Run 1, close-up of the layout:
The bar under the picture is 20 µm long. Region (30, 51) to (80, 101) µm. Cells in gray, sequential cells in the stronger gray; small squares are vias.
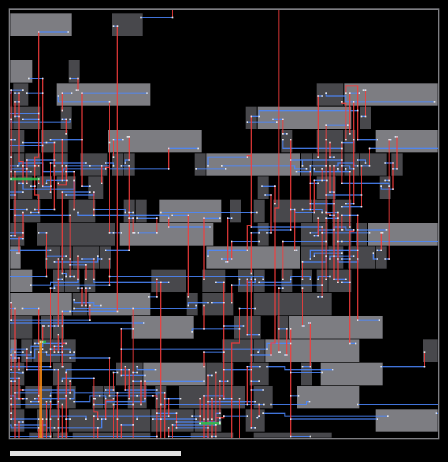
Run 1, sequential cells colored by netlist name:
The bar under the picture is 20 µm long. Other sequential cells in the stronger gray, the rest of the logic in the fainter gray.
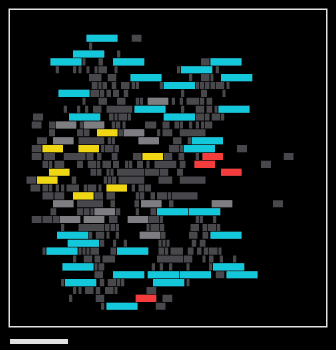
Run 1, clock routing:
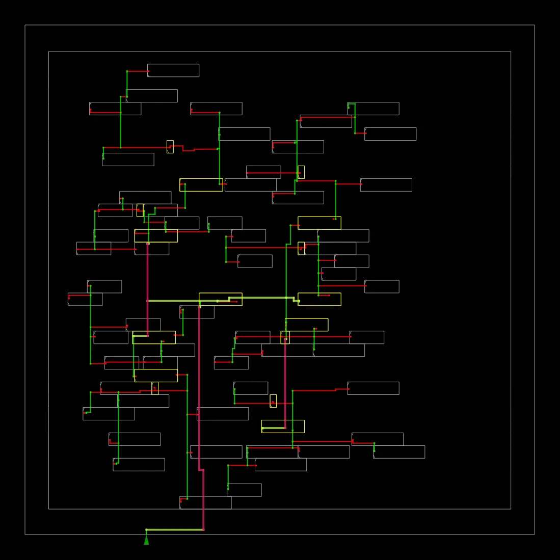
`config.mk`:
```
export PLATFORM = sky130hd
export DESIGN_NAME = move_input_conditioner
export DESIGN_NICKNAME = d
export VERILOG_FILES = /design/src/rtl/move_input_conditioner.sv
export SDC_FILE = /design/constraint.sdc
export NUM_CORES = 1
export LEC_CHECK = 0
export CAP_MARGIN = 15
export CORE_MARGIN = 5
export CORE_UTILIZATION = 28
export CTS_BUF_LIST = sky130_fd_sc_hd__clkbuf_16
export DETAILED_ROUTE_END_ITERATION = 7
export GPL_TIMING_DRIVEN = 0
export SYNTH_ARGS = -nofsm -noshare
export SYNTH_HDL_FRONTEND = slang
export SYNTH_SLANG_ARGS = --single-unit
```
`constraint.sdc`:
```
create_clock -name clk -period 2.9 [get_ports clk]
set_clock_uncertainty 0.2 [all_clocks]
set_input_delay 0.58 -clock clk [delete_from_list [all_inputs] [get_ports clk]]
set_output_delay 0.58 -clock clk [all_outputs]
set_load 0.02 [all_outputs]
```
`src/rtl/move_input_conditioner.sv`:
```
// Direction-button conditioner: sync, debounce, one move pulse per press.
// Ports: clk, reset (sync, active-high), n/s/e/w_raw buttons, enable;
//        n/s/e/w move pulses, conflict pulse, busy, move_count.
module move_input_conditioner #(
    parameter int DEBOUNCE_CYCLES = 4,
    parameter int CNT_W           = 8
) (
    input  logic             clk,
    input  logic             reset,
    input  logic             n_raw,
    input  logic             s_raw,
    input  logic             e_raw,
    input  logic             w_raw,
    input  logic             enable,
    output logic             n,
    output logic             s,
    output logic             e,
    output logic             w,
    output logic             conflict,
    output logic             busy,
    output logic [CNT_W-1:0] move_count
);

    typedef enum logic {
        IDLE,
        WAIT_RELEASE
    } state_t;

    localparam logic [7:0] LAST = 8'(DEBOUNCE_CYCLES - 1);

    // Bit order everywhere: {n, s, e, w}
    logic [3:0] raw;
    logic [3:0] sync1;
    logic [3:0] sync2;
    logic [3:0] db;
    logic [7:0] cnt [4];
    logic       single;

    state_t     state;
    state_t     state_d;
    logic [3:0] pulse_q;
    logic [3:0] pulse_d;
    logic       conflict_d;
    logic       count_en;

    assign raw = {n_raw, s_raw, e_raw, w_raw};

    always_ff @(posedge clk) begin
        if (reset) begin
            sync1 <= '0;
            sync2 <= '0;
        end else begin
            sync1 <= raw;
            sync2 <= sync1;
        end
    end

    // A level must differ from db for DEBOUNCE_CYCLES straight cycles
    always_ff @(posedge clk) begin
        if (reset) begin
            db <= '0;
            for (int i = 0; i < 4; i++) cnt[i] <= '0;
        end else begin
            for (int i = 0; i < 4; i++) begin
                if (sync2[i] != db[i]) begin
                    if (cnt[i] == LAST) begin
                        db[i]  <= sync2[i];
                        cnt[i] <= '0;
                    end else begin
                        cnt[i] <= cnt[i] + 8'd1;
                    end
                end else begin
                    cnt[i] <= '0;
                end
            end
        end
    end

    // True when at most one bit set; combined with db != 0 below
    assign single = (db & (db - 4'd1)) == 4'd0;

    always_comb begin
        state_d    = state;
        pulse_d    = '0;
        conflict_d = 1'b0;
        count_en   = 1'b0;
        unique case (state)
            IDLE: begin
                if (db != 4'd0) begin
                    state_d = WAIT_RELEASE;
                    if (!single) begin
                        conflict_d = 1'b1;
                    end else if (enable) begin
                        pulse_d  = db;
                        count_en = 1'b1;
                    end
                end
            end
            WAIT_RELEASE: begin
                if (db == 4'd0) state_d = IDLE;
            end
        endcase
    end

    always_ff @(posedge clk) begin
        if (reset) begin
            state      <= IDLE;
            pulse_q    <= '0;
            conflict   <= 1'b0;
            move_count <= '0;
        end else begin
            state    <= state_d;
            pulse_q  <= pulse_d;
            conflict <= conflict_d;
            if (count_en && (move_count != '1))
                move_count <= move_count + CNT_W'(1);
        end
    end

    assign {n, s, e, w} = pulse_q;
    assign busy         = (state == WAIT_RELEASE);

endmodule

```
==> flow_summary.toml, run 1 <==
# yosys + openroad results
[outcome]
status = "finished, final reports clean"

[synth]
synth.ff_latch_count = 58
postSynthAreaPerCell_um2 = 10.60
ys_sh_mux_pct = 1.914
ys_types = 40
ys_cells = 259
ff_type = "edfxtp_1"
syn_inst = 259
logic_family = "simple AND/OR/NAND/NOR gates"
yosysTopAreaCellShare_pct = 35.00
ys_chip_area_mm2 = 0.002745
edf_count = 32
synthXorXnorAreaFrac_pct = 9.253
ys_sh_simple_pct = 23.97
synthTopCellsByArea = "edfxtp_1 (35%), dfxtp_1 (19%), xor2_1 (6.4%)"

[worst_setup_path]
rr_worst_depth = 5
r2r-end = "move_count[0]$_SDFFE_PP0P_"
required_ps = 2120
crit_fanout = 6
critical_path.slowest_cell = "clkdlybuf4s50_1"
r2r-start = "db[2]$_SDFFE_PP0P_"
critPathCaptureType = "output port"
slowest_delay_ps = 670
cp-endpoint = "move_count[7]"
rrSetupSlack_ps = 760
critPathBufInv = 1
crit_chain = "clkdlybuf4s50_1"
critical_path.startpoint = "move_count[7]$_SDFFE_PP0P_"
start_kind = "register"
crit_arrival_ps = 1440

[pwr]
power-top-group = "registers"
total_leakage_power_nw = 1.312
p_seq_share_pct = 49.2
power.total_mw = 1.862
p_int_mw = 1.478
pg_seq_mw = 0.915
pg_comb_mw = 0.0678
swShare_pct = 20.65
p_per_area_mw_per_mm2 = 536.5
switchingPower_mw = 0.3845
comb_power_share_pct = 3.6

[final_timing]
timing.fmax_mhz = 449.5
slew_headroom_pct = 50.50
slew_viol_final = 0
whs_ps = 239.4
finalCritPeriodShare_pct = 76.71
worstMarginPinSlew_ps = 731.0
fin_ws_ps = 675.4
fin_crit_ps = 2225
rsz0062_at_grt = "false"

[grt]
grt_overflow = 0
use_met1_pct = 11.78
grt_pass1_vias = 1841
antenna_found_initial = 0
grtUsageMet3_pct = 1.835

[route]
drtIter0Drc = 78
dr_wl_met2_um = 2126
ant_nets = 0
wl_met1_um = 2474
num_vias = 1932
drc = 0
routed_wl_um = 4856
wl_per_cell_um = 10.60

[clock_tree]
cts.reportedPaths.clkPinSlew_ps = 50
cts_buffers = 9
postCtsSetupBuffers = 0
cts_tree = "built"
cts_max_path_buffers = 2
cts_hold_buf = 0

[die]
tap-cell-count = 133
io_pins = 21
fp_util_pct = 28.35
rows = 36
die_x_um = 109.0

[layout]
regMostFlops = "cnt"
syn_to_final_growth_pct = 26.44
clock_area_share_pct = 7.282
comb_area_share_pct = 37.85
stdcell_count = 458
nonClockBufferCount = 27
comb_area_mm2 = 0.001314
fin_area_mm2 = 0.003471
drive_gt1_share_pct = 5.846
inverters = 6
layout.nets = 332
logic_gates = 218
largest_class = "registers"
largestRegisters = "cnt (32), move_count (8)"

[worst_hold_path]
hold_depth = 1
worstHoldPathType = "reg2reg"
whs_endpoint = "sync2[3]$_SDFF_PP0_"

[flow_run]
maxCapViolations = 0
warnings = 26

[placement]
port-buffer-count = 19
preCtsSetupSlack_ps = 404.1
gp_congestion = 0.8699
dp_hpwl_um = 3638
Notes on 'close-up of the layout' above:
| color | layer |
|---|---|
| blue | M1 |
| orange | M4 |
| green | M3 |
| red | M2 |
netlist names of flops here include: cnt (12), pulse_q (3), db (2)
sequential cells in the window: 20
cells with their middle in the window: 121
most frequent: nor2_1 (16), nand3_1 (14), edfxtp_1 (12)

Notes on 'sequential cells colored by netlist name' above:
| color | netlist name | sequential cells |
|---|---|---|
| red | pulse_q | 4 |
| cyan | cnt | 32 |
| yellow | move_count | 8 |
not colored: 14
flop share of the area: 42.68%
sequential cell area: 0.001481 mm²
Util after Layout: 35.84%

Notes on 'clock routing' above:
Flop Count: 58
TritonCTS Sinks: 58
Layout clock buffers: 9
Power Clock: 0.879 mW

==> run 1 -> run 2 <==
==> constraint.sdc (replaced) <==
create_clock -name clk -period 2.2 [get_ports clk]
set_clock_uncertainty 0.2 [all_clocks]
set_input_delay 0.44 -clock clk [delete_from_list [all_inputs] [get_ports clk]]
set_output_delay 0.44 -clock clk [all_outputs]
set_load 0.02 [all_outputs]
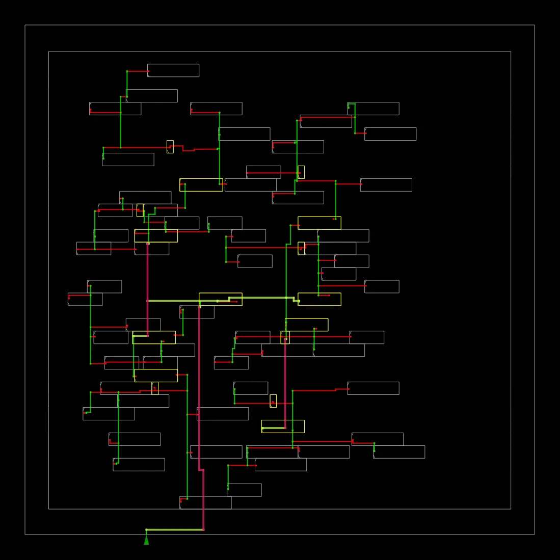
Run 2: clock routing
Num CTS Buffers: 9
Clock Latency Late Sink: 320 ps

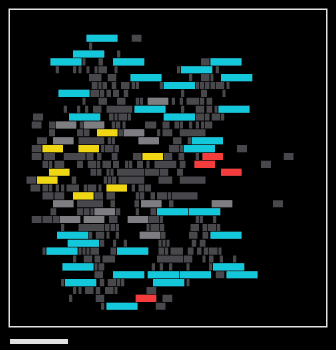
Run 2: sequential cells colored by netlist name
The bar under the picture is 20 µm long. Other sequential cells in the stronger gray, the rest of the logic in the fainter gray.
| color | netlist name | sequential cells |
|---|---|---|
| red | pulse_q | 4 |
| yellow | move_count | 8 |
| cyan | cnt | 32 |
not colored: 14
Seq power: 1.21 mW

==> flow_summary.toml, run 2 <==
# yosys + openroad results
[pwr]
power_clock_mw = 1.16
comb_power_share_pct = 3.6
switchingPower_mw = 0.5068
p_int_mw = 1.948
p_per_area_mw_per_mm2 = 707.2
pg_comb_mw = 0.0894
p_seq_share_pct = 49.2
power-top-group = "registers"
swShare_pct = 20.65
power.total_mw = 2.455

[clock_tree]
cts_hold_buf = 0
cts_tree = "built"
cts_max_path_buffers = 2
clock_sinks = 58
cts.reportedPaths.clkPinSlew_ps = 50
postCtsSetupBuffers = 0

[worst_setup_path]
required_ps = 2200
crit_arrival_ps = 2140
critPathBufInv = 1
start_kind = "register"
critical_path.startpoint = "db[2]$_SDFFE_PP0P_"
crit_chain = "buf_4, or4b_4, o311a_4, a311oi_4, mux2_1"
r2r-start = "db[2]$_SDFFE_PP0P_"
critical_path.slowest_cell = "or4b_4"
rr_worst_depth = 5
slowest_delay_ps = 540
crit_fanout = 9
critPathCaptureType = "register"
r2r-end = "move_count[0]$_SDFFE_PP0P_"
rrSetupSlack_ps = 60
cp-endpoint = "move_count[0]$_SDFFE_PP0P_"

[layout]
comb_area_share_pct = 37.85
comb_area_mm2 = 0.001314
largest_class = "registers"
seq_cells = 58
regMostFlops = "cnt"
seqCellArea_mm2 = 0.001481
drive_gt1_share_pct = 5.846
fin_area_mm2 = 0.003471
nonClockBufferCount = 27
clock_area_share_pct = 7.282
stdcell_count = 458
num-clock-buffers = 9
largestRegisters = "cnt (32), move_count (8)"
seq_share_pct = 42.68
final_core_util_pct = 35.84
inverters = 6
syn_to_final_growth_pct = 26.44
logic_gates = 218

[placement]
port-buffer-count = 19
place_area_mm2 = 0.003218
preCtsSetupSlack_ps = -155.9
dp_hpwl_um = 3638

[synth]
ys_types = 40
synthTopCellsByArea = "edfxtp_1 (35%), dfxtp_1 (19%), xor2_1 (6.4%)"
ys_sh_simple_pct = 23.97
ff_type = "edfxtp_1"
synthArstFlopShare_pct = 0
synthXorXnorAreaFrac_pct = 9.253
syn_inst = 259
synth.ff_latch_count = 58
yosysTopAreaCellShare_pct = 35.00
yosysWarningCount = 0
ys_cells = 259
logic_family = "simple AND/OR/NAND/NOR gates"
ys_sh_mux_pct = 1.914
edf_count = 32
postSynthAreaPerCell_um2 = 10.60
ys_chip_area_mm2 = 0.002745

[route]
wl_met1_um = 2474
routed_wl_um = 4856
ant_nets = 0
num_vias = 1932
wl_per_cell_um = 10.60
drc = 0
drtIter0Drc = 78

[grt]
grt_overflow = 0
grtUsageMet3_pct = 1.835
antenna_found_initial = 0
use_met1_pct = 11.78
grt_pass1_wl_um = 8328
grt.total_usage_pct = 8.999
grt_pass1_vias = 1841

[worst_hold_path]
hold_depth = 1
whs_endpoint = "sync2[3]$_SDFF_PP0_"

[flow_run]
maxCapViolations = 0
warnings = 26

[die]
fp_util_pct = 28.35
die_x_um = 109.0
io_pins = 21
tap-cell-count = 133
rows = 36

[final_timing]
timing.fmax_mhz = 467.2
finalCritPeriodShare_pct = 97.29
slew_headroom_pct = 50.50
fin_crit_ps = 2140
fin_ws_ps = 59.56
rsz0062_at_grt = "false"
worstMarginPinSlew_ps = 731.0
whs_ps = 239.4
slew_viol_final = 0

[outcome]
status = "finished, final reports clean"
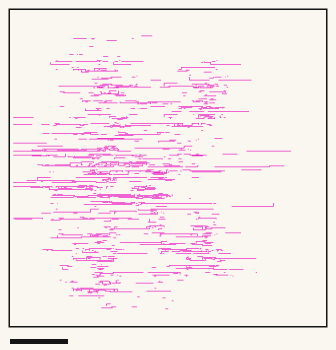
Run 2: met1 routing
The bar under the picture is 20 µm long.
main direction: horizontal
longest straight run: 24.4 µm
nets with wire on the layer: 318
wire length on this layer: 2,470 µm

==> run 2 -> run 3 <==
--- a/config.mk
+++ b/config.mk
@@ -9,6 +9,7 @@
 export CORE_MARGIN = 5
 export CORE_UTILIZATION = 28
 export CTS_BUF_LIST = sky130_fd_sc_hd__clkbuf_16
+export CTS_CLUSTER_DIAMETER = 200
 export DETAILED_ROUTE_END_ITERATION = 7
 export GPL_TIMING_DRIVEN = 0
 export SYNTH_ARGS = -nofsm -noshare
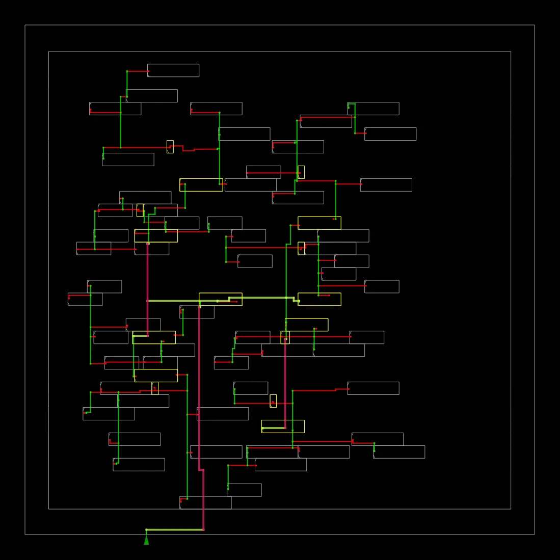
Run 3: clock routing
Power Clock: 1.16 mW

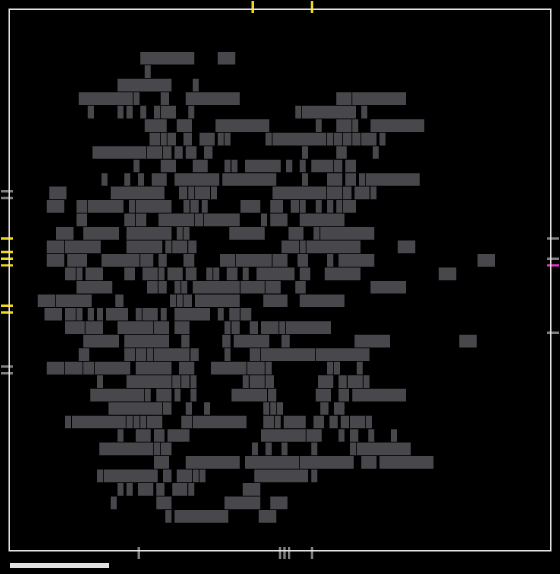
Run 3: I/O pins on the die edge
The bar under the picture is 20 µm long. Pins as bars across the die edge, other pins in gray.
| color | port | pins | direction | edge |
|---|---|---|---|---|
| yellow | move_count | 8 | output | 6 left, 2 top |
| magenta | e | 1 | output | right |

==> flow_summary.toml, run 3 <==
# yosys + openroad results
[grt]
grt_overflow = 0
use_met2_pct = 13.64
grt_max_degree = 11
antenna_found_initial = 0
grtUsageMet3_pct = 1.835
grt_pass1_wl_um = 8328
grt_pass1_vias = 1841
grt.total_usage_pct = 8.999

[pwr]
p_int_mw = 1.948
power-top-group = "registers"
pg_seq_mw = 1.21
total_leakage_power_nw = 1.312
swShare_pct = 20.65
switchingPower_mw = 0.5068
power.total_mw = 2.455
p_seq_share_pct = 49.2
p_per_area_mw_per_mm2 = 707.2
power_frac_clock_pct = 47.2
comb_power_share_pct = 3.6
pg_comb_mw = 0.0894

[flow_run]
maxCapViolations = 0
warnings = 26

[final_timing]
fin_crit_ps = 2140
worstMarginPinSlew_ps = 731.0
finalCritPeriodShare_pct = 97.29
slew_headroom_pct = 50.50
setup_viol = 0
rsz0062_at_grt = "false"
fin_ws_ps = 59.56
whs_ps = 239.4
timing.fmax_mhz = 467.2
slew_viol_final = 0

[placement]
place_area_mm2 = 0.003218
dp_hpwl_um = 3638
port-buffer-count = 19
gp_congestion = 0.8699
preCtsSetupSlack_ps = -155.9
dp_cells = 442

[layout]
nonClockBufferCount = 27
num-clock-buffers = 9
syn_to_final_growth_pct = 26.44
drive_gt1_share_pct = 5.846
final_core_util_pct = 35.84
layout.nets = 332
seqCellArea_mm2 = 0.001481
inverters = 6
bufAreaShareNonClock_pct = 6.741
regMostFlops = "cnt"
logic_gates = 218
stdcell_count = 458
mostFrequentLayoutCells = "nor2_1 (42), edfxtp_1 (32), conb_1 (32)"
largest_class = "registers"
fill_cells = 1006
antenna_cells = 0
comb_area_mm2 = 0.001314
fin_area_mm2 = 0.003471
largest_reg_flops = 32
clock_area_share_pct = 7.282
seq_share_pct = 42.68
largestRegisters = "cnt (32), move_count (8)"
comb_area_share_pct = 37.85
seq_cells = 58

[worst_hold_path]
min_from = "sync1[3]$_SDFF_PP0_"
hold_depth = 1
whs_endpoint = "sync2[3]$_SDFF_PP0_"
worstHoldPathType = "reg2reg"

[synth]
ff_type = "edfxtp_1"
yosysWarningCount = 0
ys_cells = 259
synthXorXnorAreaFrac_pct = 9.253
yosysTopAreaCellShare_pct = 35.00
logic_family = "simple AND/OR/NAND/NOR gates"
most_common_cell = "nor2_1"
synthTopCellsByArea = "edfxtp_1 (35%), dfxtp_1 (19%), xor2_1 (6.4%)"
ys_types = 40
ys_chip_area_mm2 = 0.002745
ys_sh_mux_pct = 1.914
ys_seq_share_pct = 53.97
adder_share_pct = 2.644
synthArstFlopShare_pct = 0
syn_area_mm2 = 0.002745
postSynthAreaPerCell_um2 = 10.60
ys_sh_simple_pct = 23.97
syn_inst = 259
edf_count = 32
synth.ff_latch_count = 58

[worst_setup_path]
start_kind = "register"
cp_top_family = "simple AND/OR/NAND/NOR gates"
rrSetupSlack_ps = 60
crit_type = "reg2reg"
critPathCaptureType = "register"
crit_fanout = 9
r2r-start = "db[2]$_SDFFE_PP0P_"
r2r-end = "move_count[0]$_SDFFE_PP0P_"
crit_arrival_ps = 2140
crit_chain = "buf_4, or4b_4, o311a_4, a311oi_4, mux2_1"
critical_path.startpoint = "db[2]$_SDFFE_PP0P_"
critical_path.slowest_cell = "or4b_4"
cp-endpoint = "move_count[0]$_SDFFE_PP0P_"
critPathBufInv = 1
slowest_delay_ps = 540
rr_worst_depth = 5
required_ps = 2200

[clock_tree]
cts_buffers = 9
cts_hold_buf = 0
clkLatencyLatePin_ps = 320
cts_max_path_buffers = 2
cts.reportedPaths.clkPinSlew_ps = 50
postCtsSetupBuffers = 0
cts_root_buffer = "clkbuf_16"
htreeDepth = 3
clock_sinks = 58
cts_tree = "built"

[route]
vias_per_cell = 4.218
ant_nets = 0
dr_wl_met2_um = 2126
top_layer_used = "met4"
wl_met1_um = 2474
drtIter0Drc = 78
wl_per_cell_um = 10.60
drc = 0
firstDrtPassIters = 4

[die]
core_mm2 = 0.009684
io_pins = 21
tap-cell-count = 133
rows = 36
fp_util_pct = 28.35
chipArea_mm2 = 0.01188
die_x_um = 109.0
die.size.y_um = 109.0

[outcome]
status = "finished, final reports clean"
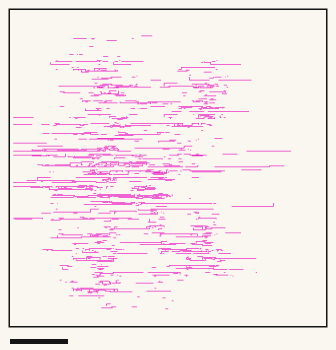
Run 3: met1 routing
The bar under the picture is 20 µm long.
DRT Wirelength: 4856 µm
vias: 1,932
met1 usage: 11.78%

No activity file was given, so power comes from the tool's default toggle rates.
